Wires at chosen ports, followed through buffers:
The bar under the picture is 20 um long.
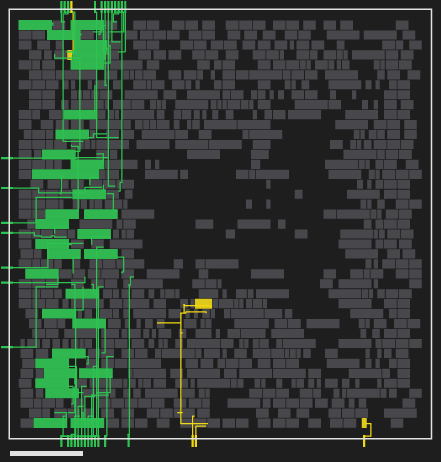
Gate-type map:
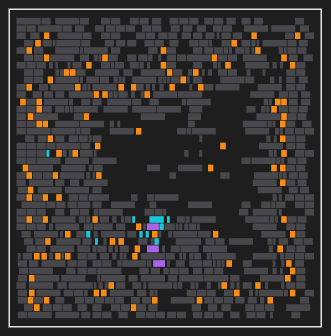
File: config.mk
export PLATFORM = sky130hd
export DESIGN_NAME = ahb_master_arbiter_flat
export DESIGN_NICKNAME = d
export VERILOG_FILES = /design/src/rtl/ahb_pkg.sv /design/src/rtl/ahb_master_arbiter_if.sv /design/src/rtl/ahb_rr_arbiter.sv /design/src/rtl/ahb_master_arbiter.sv /design/src/flat_wrapper.sv
export SDC_FILE = /design/constraint.sdc
export NUM_CORES = 1
export LEC_CHECK = 0
export CAP_MARGIN = 0
export CORE_AREA = 2 2 113 115
export CTS_BUF_LIST = sky130_fd_sc_hd__clkbuf_8
export DETAILED_ROUTE_END_ITERATION = 12
export DIE_AREA = 0 0 115 117
export PLACE_DENSITY = 0.87
export SLEW_MARGIN = 20
export SYNTH_ARGS = -nofsm -noshare
export SYNTH_HDL_FRONTEND = slang
export SYNTH_SLANG_ARGS = --single-unit
export TNS_END_PERCENT = 10
File: constraint.sdc
create_clock -name hclk -period 9 [get_ports hclk]
set_clock_uncertainty 0.05 [all_clocks]
set_input_delay 0.9 -clock hclk [delete_from_list [all_inputs] [get_ports hclk]]
set_output_delay 0.9 -clock hclk [all_outputs]
set_load 0.05 [all_outputs]
File: src/rtl/ahb_pkg.sv
// Shared AHB5-Lite encodings, response codes, arbiter FSM states and the
// command legality rule used by the master arbiter.
package ahb_pkg;

  typedef enum logic [1:0] {
    HTRANS_IDLE   = 2'b00,
    HTRANS_BUSY   = 2'b01,
    HTRANS_NONSEQ = 2'b10,
    HTRANS_SEQ    = 2'b11
  } htrans_t;

  typedef enum logic [2:0] {
    HBURST_SINGLE = 3'd0,
    HBURST_INCR   = 3'd1,
    HBURST_WRAP4  = 3'd2,
    HBURST_INCR4  = 3'd3
  } hburst_t;

  typedef enum logic [2:0] {
    HSIZE_BYTE = 3'd0,
    HSIZE_HALF = 3'd1,
    HSIZE_WORD = 3'd2
  } hsize_t;

  localparam logic [1:0] HRESP_OKAY  = 2'b00;
  localparam logic [1:0] HRESP_ERROR = 2'b01;

  typedef enum logic [1:0] {
    ST_IDLE = 2'd0,
    ST_ADDR = 2'd1,
    ST_DATA = 2'd2
  } arb_state_t;

  // Sizes above a word and addresses not aligned to the size are rejected.
  function automatic logic cmd_legal(input logic [2:0] size, input logic [1:0] addr_lo);
    case (size)
      3'd0:    cmd_legal = 1'b1;
      3'd1:    cmd_legal = ~addr_lo[0];
      3'd2:    cmd_legal = (addr_lo == 2'b00);
      default: cmd_legal = 1'b0;
    endcase
  endfunction

endpackage

File: src/rtl/ahb_master_arbiter_if.sv
// Requester command/response bundle plus the AHB5-Lite master port, with the
// arbiter's view (master) and the environment's view (slave).
interface ahb_master_arbiter_if #(
  parameter int NUM_REQ = 2
);
  import ahb_pkg::*;

  // Command handshake: a command on requester i transfers in a cycle where
  // req_valid[i] and req_ready[i] are both high; req_ready is one-hot or zero
  // and may depend combinationally on req_valid. The response is a single
  // rsp_valid[i] pulse; rsp_rdata/rsp_err mean nothing outside that pulse.
  logic [NUM_REQ-1:0]       req_valid;
  logic [NUM_REQ-1:0]       req_ready;
  logic [NUM_REQ-1:0][31:0] req_addr;
  logic [NUM_REQ-1:0]       req_write;
  logic [NUM_REQ-1:0][2:0]  req_size;
  logic [NUM_REQ-1:0][31:0] req_wdata;
  logic [NUM_REQ-1:0]       rsp_valid;
  logic [31:0]              rsp_rdata;
  logic                     rsp_err;
  logic                     busy;

  logic [31:0] haddr;
  htrans_t     htrans;
  logic        hwrite;
  logic [2:0]  hsize;
  logic [2:0]  hburst;
  logic [3:0]  hprot;
  logic        hsel;
  logic [31:0] hwdata;
  logic [31:0] hrdata;
  logic        hready;
  logic [1:0]  hresp;

  arb_state_t  dbg_state;

  modport master (
    input  req_valid, req_addr, req_write, req_size, req_wdata,
    input  hrdata, hready, hresp,
    output req_ready, rsp_valid, rsp_rdata, rsp_err, busy,
    output haddr, htrans, hwrite, hsize, hburst, hprot, hsel, hwdata,
    output dbg_state
  );

  modport slave (
    output req_valid, req_addr, req_write, req_size, req_wdata,
    output hrdata, hready, hresp,
    input  req_ready, rsp_valid, rsp_rdata, rsp_err, busy,
    input  haddr, htrans, hwrite, hsize, hburst, hprot, hsel, hwdata,
    input  dbg_state
  );

endinterface

File: src/rtl/ahb_rr_arbiter.sv
// Combinational round-robin pick: the first requester at or after
// (last_grant + 1) mod N wins. The pointer register lives in the caller.
module ahb_rr_arbiter #(
  parameter int N = 2,
  localparam int IW = $clog2(N)
) (
  input  logic [N-1:0]  req_i,
  input  logic [IW-1:0] last_grant_i,
  output logic [N-1:0]  gnt_o,
  output logic [IW-1:0] idx_o
);

  logic [IW-1:0] cand;
  logic          found;

  always_comb begin
    gnt_o = '0;
    idx_o = '0;
    cand  = '0;
    found = 1'b0;
    for (int k = 1; k <= N; k++) begin
      cand = IW'((int'(last_grant_i) + k) % N);
      if (!found && req_i[cand]) begin
        found       = 1'b1;
        gnt_o[cand] = 1'b1;
        idx_o       = cand;
      end
    end
  end

endmodule

File: src/rtl/ahb_master_arbiter.sv
// Shares one AHB5-Lite master port among NUM_REQ requesters: round-robin grant,
// one single transfer at a time through address and data phases.
module ahb_master_arbiter
  import ahb_pkg::*;
#(
  parameter int         NUM_REQ   = 2,
  parameter logic [3:0] HPROT_VAL = 4'b0011
) (
  input logic                  hclk,
  input logic                  hreset,
  ahb_master_arbiter_if.master bus
);

  localparam int IW = $clog2(NUM_REQ);

  arb_state_t         state_q, state_d;
  logic [IW-1:0]      last_grant_q, last_grant_d;
  logic [IW-1:0]      owner_q, owner_d;
  logic [31:0]        addr_q, addr_d;
  logic [31:0]        wdata_q, wdata_d;
  logic               write_q, write_d;
  logic [2:0]         size_q, size_d;
  logic [NUM_REQ-1:0] rsp_valid_q, rsp_valid_d;
  logic               rsp_err_q, rsp_err_d;
  logic [31:0]        rsp_rdata_q, rsp_rdata_d;

  logic [NUM_REQ-1:0] gnt;
  logic [IW-1:0]      gnt_idx;

  ahb_rr_arbiter #(.N(NUM_REQ)) u_rr (
    .req_i        (bus.req_valid),
    .last_grant_i (last_grant_q),
    .gnt_o        (gnt),
    .idx_o        (gnt_idx)
  );

  always_ff @(posedge hclk or posedge hreset) begin
    if (hreset) begin
      state_q      <= ST_IDLE;
      last_grant_q <= IW'(NUM_REQ - 1);
      owner_q      <= '0;
      addr_q       <= '0;
      wdata_q      <= '0;
      write_q      <= 1'b0;
      size_q       <= '0;
      rsp_valid_q  <= '0;
      rsp_err_q    <= 1'b0;
      rsp_rdata_q  <= '0;
    end else begin
      state_q      <= state_d;
      last_grant_q <= last_grant_d;
      owner_q      <= owner_d;
      addr_q       <= addr_d;
      wdata_q      <= wdata_d;
      write_q      <= write_d;
      size_q       <= size_d;
      rsp_valid_q  <= rsp_valid_d;
      rsp_err_q    <= rsp_err_d;
      rsp_rdata_q  <= rsp_rdata_d;
    end
  end

  always_comb begin
    state_d       = state_q;
    last_grant_d  = last_grant_q;
    owner_d       = owner_q;
    addr_d        = addr_q;
    wdata_d       = wdata_q;
    write_d       = write_q;
    size_d        = size_q;
    rsp_valid_d   = '0;
    rsp_err_d     = 1'b0;
    rsp_rdata_d   = '0;
    bus.req_ready = '0;
    unique case (state_q)
      ST_IDLE: begin
        if (|bus.req_valid && !hreset) begin
          bus.req_ready = gnt;
          last_grant_d  = gnt_idx;
          owner_d       = gnt_idx;
          addr_d        = bus.req_addr[gnt_idx];
          wdata_d       = bus.req_wdata[gnt_idx];
          write_d       = bus.req_write[gnt_idx];
          size_d        = bus.req_size[gnt_idx];
          // Rejected commands are answered next cycle without touching the bus.
          if (cmd_legal(bus.req_size[gnt_idx], bus.req_addr[gnt_idx][1:0])) begin
            state_d = ST_ADDR;
          end else begin
            rsp_valid_d = gnt;
            rsp_err_d   = 1'b1;
          end
        end
      end
      ST_ADDR: begin
        if (bus.hready) state_d = ST_DATA;
      end
      ST_DATA: begin
        // The first ERROR cycle has hready low and simply waits here.
        if (bus.hready) begin
          state_d              = ST_IDLE;
          rsp_valid_d[owner_q] = 1'b1;
          rsp_err_d            = ((bus.hresp & HRESP_ERROR) != HRESP_OKAY);
          rsp_rdata_d          = write_q ? 32'h0 : bus.hrdata;
        end
      end
      default: state_d = ST_IDLE;
    endcase
  end

  always_comb begin
    bus.haddr  = '0;
    bus.htrans = HTRANS_IDLE;
    bus.hwrite = 1'b0;
    bus.hsize  = '0;
    bus.hburst = HBURST_SINGLE;
    bus.hprot  = '0;
    bus.hsel   = 1'b0;
    bus.hwdata = '0;
    case (state_q)
      ST_ADDR: begin
        bus.haddr  = addr_q;
        bus.htrans = HTRANS_NONSEQ;
        bus.hwrite = write_q;
        bus.hsize  = size_q;
        bus.hprot  = HPROT_VAL;
        bus.hsel   = 1'b1;
      end
      ST_DATA: begin
        bus.haddr  = addr_q;
        bus.hwdata = write_q ? wdata_q : 32'h0;
      end
      default: ;
    endcase
  end

  assign bus.rsp_valid = rsp_valid_q;
  assign bus.rsp_err   = rsp_err_q;
  assign bus.rsp_rdata = rsp_rdata_q;
  assign bus.busy      = (state_q != ST_IDLE);
  assign bus.dbg_state = state_q;

endmodule
File: src/flat_wrapper.sv
// flat-port wrapper written by rule: the top's interface ports become plain ports
module ahb_master_arbiter_flat import ahb_pkg::*;
#(
  parameter int         NUM_REQ   = 2,
  parameter logic [3:0] HPROT_VAL = 4'b0011
)
  (hclk, hreset, bus_req_valid, bus_req_addr, bus_req_write, bus_req_size, bus_req_wdata, bus_hrdata, bus_hready, bus_hresp, bus_req_ready, bus_rsp_valid, bus_rsp_rdata, bus_rsp_err, bus_busy, bus_haddr, bus_htrans, bus_hwrite, bus_hsize, bus_hburst, bus_hprot, bus_hsel, bus_hwdata, bus_dbg_state);
  ahb_master_arbiter_if #(.NUM_REQ(NUM_REQ)) bus_i ();
  input logic hclk;
  input logic hreset;
  input wire logic [$bits(bus_i.req_valid)-1:0] bus_req_valid;
  input wire logic [$bits(bus_i.req_addr)-1:0] bus_req_addr;
  input wire logic [$bits(bus_i.req_write)-1:0] bus_req_write;
  input wire logic [$bits(bus_i.req_size)-1:0] bus_req_size;
  input wire logic [$bits(bus_i.req_wdata)-1:0] bus_req_wdata;
  input wire logic [$bits(bus_i.hrdata)-1:0] bus_hrdata;
  input wire logic [$bits(bus_i.hready)-1:0] bus_hready;
  input wire logic [$bits(bus_i.hresp)-1:0] bus_hresp;
  output wire logic [$bits(bus_i.req_ready)-1:0] bus_req_ready;
  output wire logic [$bits(bus_i.rsp_valid)-1:0] bus_rsp_valid;
  output wire logic [$bits(bus_i.rsp_rdata)-1:0] bus_rsp_rdata;
  output wire logic [$bits(bus_i.rsp_err)-1:0] bus_rsp_err;
  output wire logic [$bits(bus_i.busy)-1:0] bus_busy;
  output wire logic [$bits(bus_i.haddr)-1:0] bus_haddr;
  output wire logic [$bits(bus_i.htrans)-1:0] bus_htrans;
  output wire logic [$bits(bus_i.hwrite)-1:0] bus_hwrite;
  output wire logic [$bits(bus_i.hsize)-1:0] bus_hsize;
  output wire logic [$bits(bus_i.hburst)-1:0] bus_hburst;
  output wire logic [$bits(bus_i.hprot)-1:0] bus_hprot;
  output wire logic [$bits(bus_i.hsel)-1:0] bus_hsel;
  output wire logic [$bits(bus_i.hwdata)-1:0] bus_hwdata;
  output wire logic [$bits(bus_i.dbg_state)-1:0] bus_dbg_state;
  assign bus_i.req_valid = bus_req_valid;
  assign bus_i.req_addr = bus_req_addr;
  assign bus_i.req_write = bus_req_write;
  assign bus_i.req_size = bus_req_size;
  assign bus_i.req_wdata = bus_req_wdata;
  assign bus_i.hrdata = bus_hrdata;
  assign bus_i.hready = bus_hready;
  assign bus_i.hresp = bus_hresp;
  assign bus_req_ready = bus_i.req_ready;
  assign bus_rsp_valid = bus_i.rsp_valid;
  assign bus_rsp_rdata = bus_i.rsp_rdata;
  assign bus_rsp_err = bus_i.rsp_err;
  assign bus_busy = bus_i.busy;
  assign bus_haddr = bus_i.haddr;
  assign bus_htrans = bus_i.htrans;
  assign bus_hwrite = bus_i.hwrite;
  assign bus_hsize = bus_i.hsize;
  assign bus_hburst = bus_i.hburst;
  assign bus_hprot = bus_i.hprot;
  assign bus_hsel = bus_i.hsel;
  assign bus_hwdata = bus_i.hwdata;
  assign bus_dbg_state = bus_i.dbg_state;
  ahb_master_arbiter #(.NUM_REQ(NUM_REQ), .HPROT_VAL(HPROT_VAL)) u_core (.hclk(hclk), .hreset(hreset), .bus(bus_i));
endmodule
==> deck_impl_summary.md <==
Synthesis and Place & Route Summary

Yosys
  • Top cells by count: dfrtp_1 (106), nand2_1 (74), o21ai_0 (70), and2_1 (69), mux2i_1 (68)
  • Post-synth EDFFs: 0
  • Mux cell area share after synthesis: 0.132
  • Cell accounting for the most synthesized area: dfrtp_1

Run status
  • Status: completed

Timing
  • # setup viols final: 0

Worst setup path
  • Critical Path Source Type: primary input
  • Worst R2R Path Depth: 7
  • Worst Setup SP: hreset
  • Crit path DAT: 3.08 ns

Floorplan
  • DIE HEIGHT: ~120 um
  • # rows: 41
  • N_taps: about 150

Clock network
  • Worst-Skew Late Latency: approximately 0.36 ns
  • Hold_buf cts: 0

Drt
  • Antenna Nets Post-Route: 0
  • DR pass1 iterations: 4

Final layout
  • Design Area, Final: around 0.0081 mm^2
  • #MultiIn Comb: roughly 350
  • Most used logic cell in the final layout: clkdlybuf4s50_1
  • Flop area: about 0.0027 mm^2

GRT
  • M2 GR Usage: 0.424
  • Vias in the first global route: ~4600

Run
  • Number of warnings in the stage logs: 29

Place
  • DPL Wire Length: about 12000 um

Power
  • Internal Power: around 1.2 mW
About 'wires at chosen ports, followed through buffers':
port	colour	direction	edge	end cells	buffers	wire
bus_rsp_rdata	green	output	13 bottom, 12 top, 7 left	32	32	982 um
bus_hprot	yellow	output	3 bottom, 1 top	3	2	95.1 um
number of port buffers: 285
I/O pin count: 293

About 'gate-type map':
family	colour	cells
and/or cells	orange	102
fa/ha/maj cells	purple	3
nor cells	cyan	10
logic share of the area: 0.271
non-filler cells, final: 915

[critical path, cell delays in order]
cell and delay (ns):
clkdlybuf4s50_1 0.46, o21ba_2 0.33, nand2_4 0.33, nor2_1 0.22, clkdlybuf4s50_1 0.82
[registers in the layout (all words and copies together) (netlist names)]
register	count
u_core.bus.rsp_err	1
u_core.bus.rsp_rdata	32
u_core.write_q	1
u_core.last_grant_q	1
u_core.owner_q	1
u_core.bus.dbg_state	2
u_core.bus.rsp_valid	2
u_core.wdata_q	32
u_core.size_q	3
u_core.addr_q	32
[cell families (layout without fill, tap and decap cells)]
group / after synthesis / after routing
simple gates: 191 / 191
buf+inv: 49 / 310
fa+ha+maj: 3 / 3
flops: 107 / 107
other cells: 1 / 6
compound gates: 80 / 80
mux: 68 / 68
Power figures rest on the tool's default switching activity, not on a simulated workload.
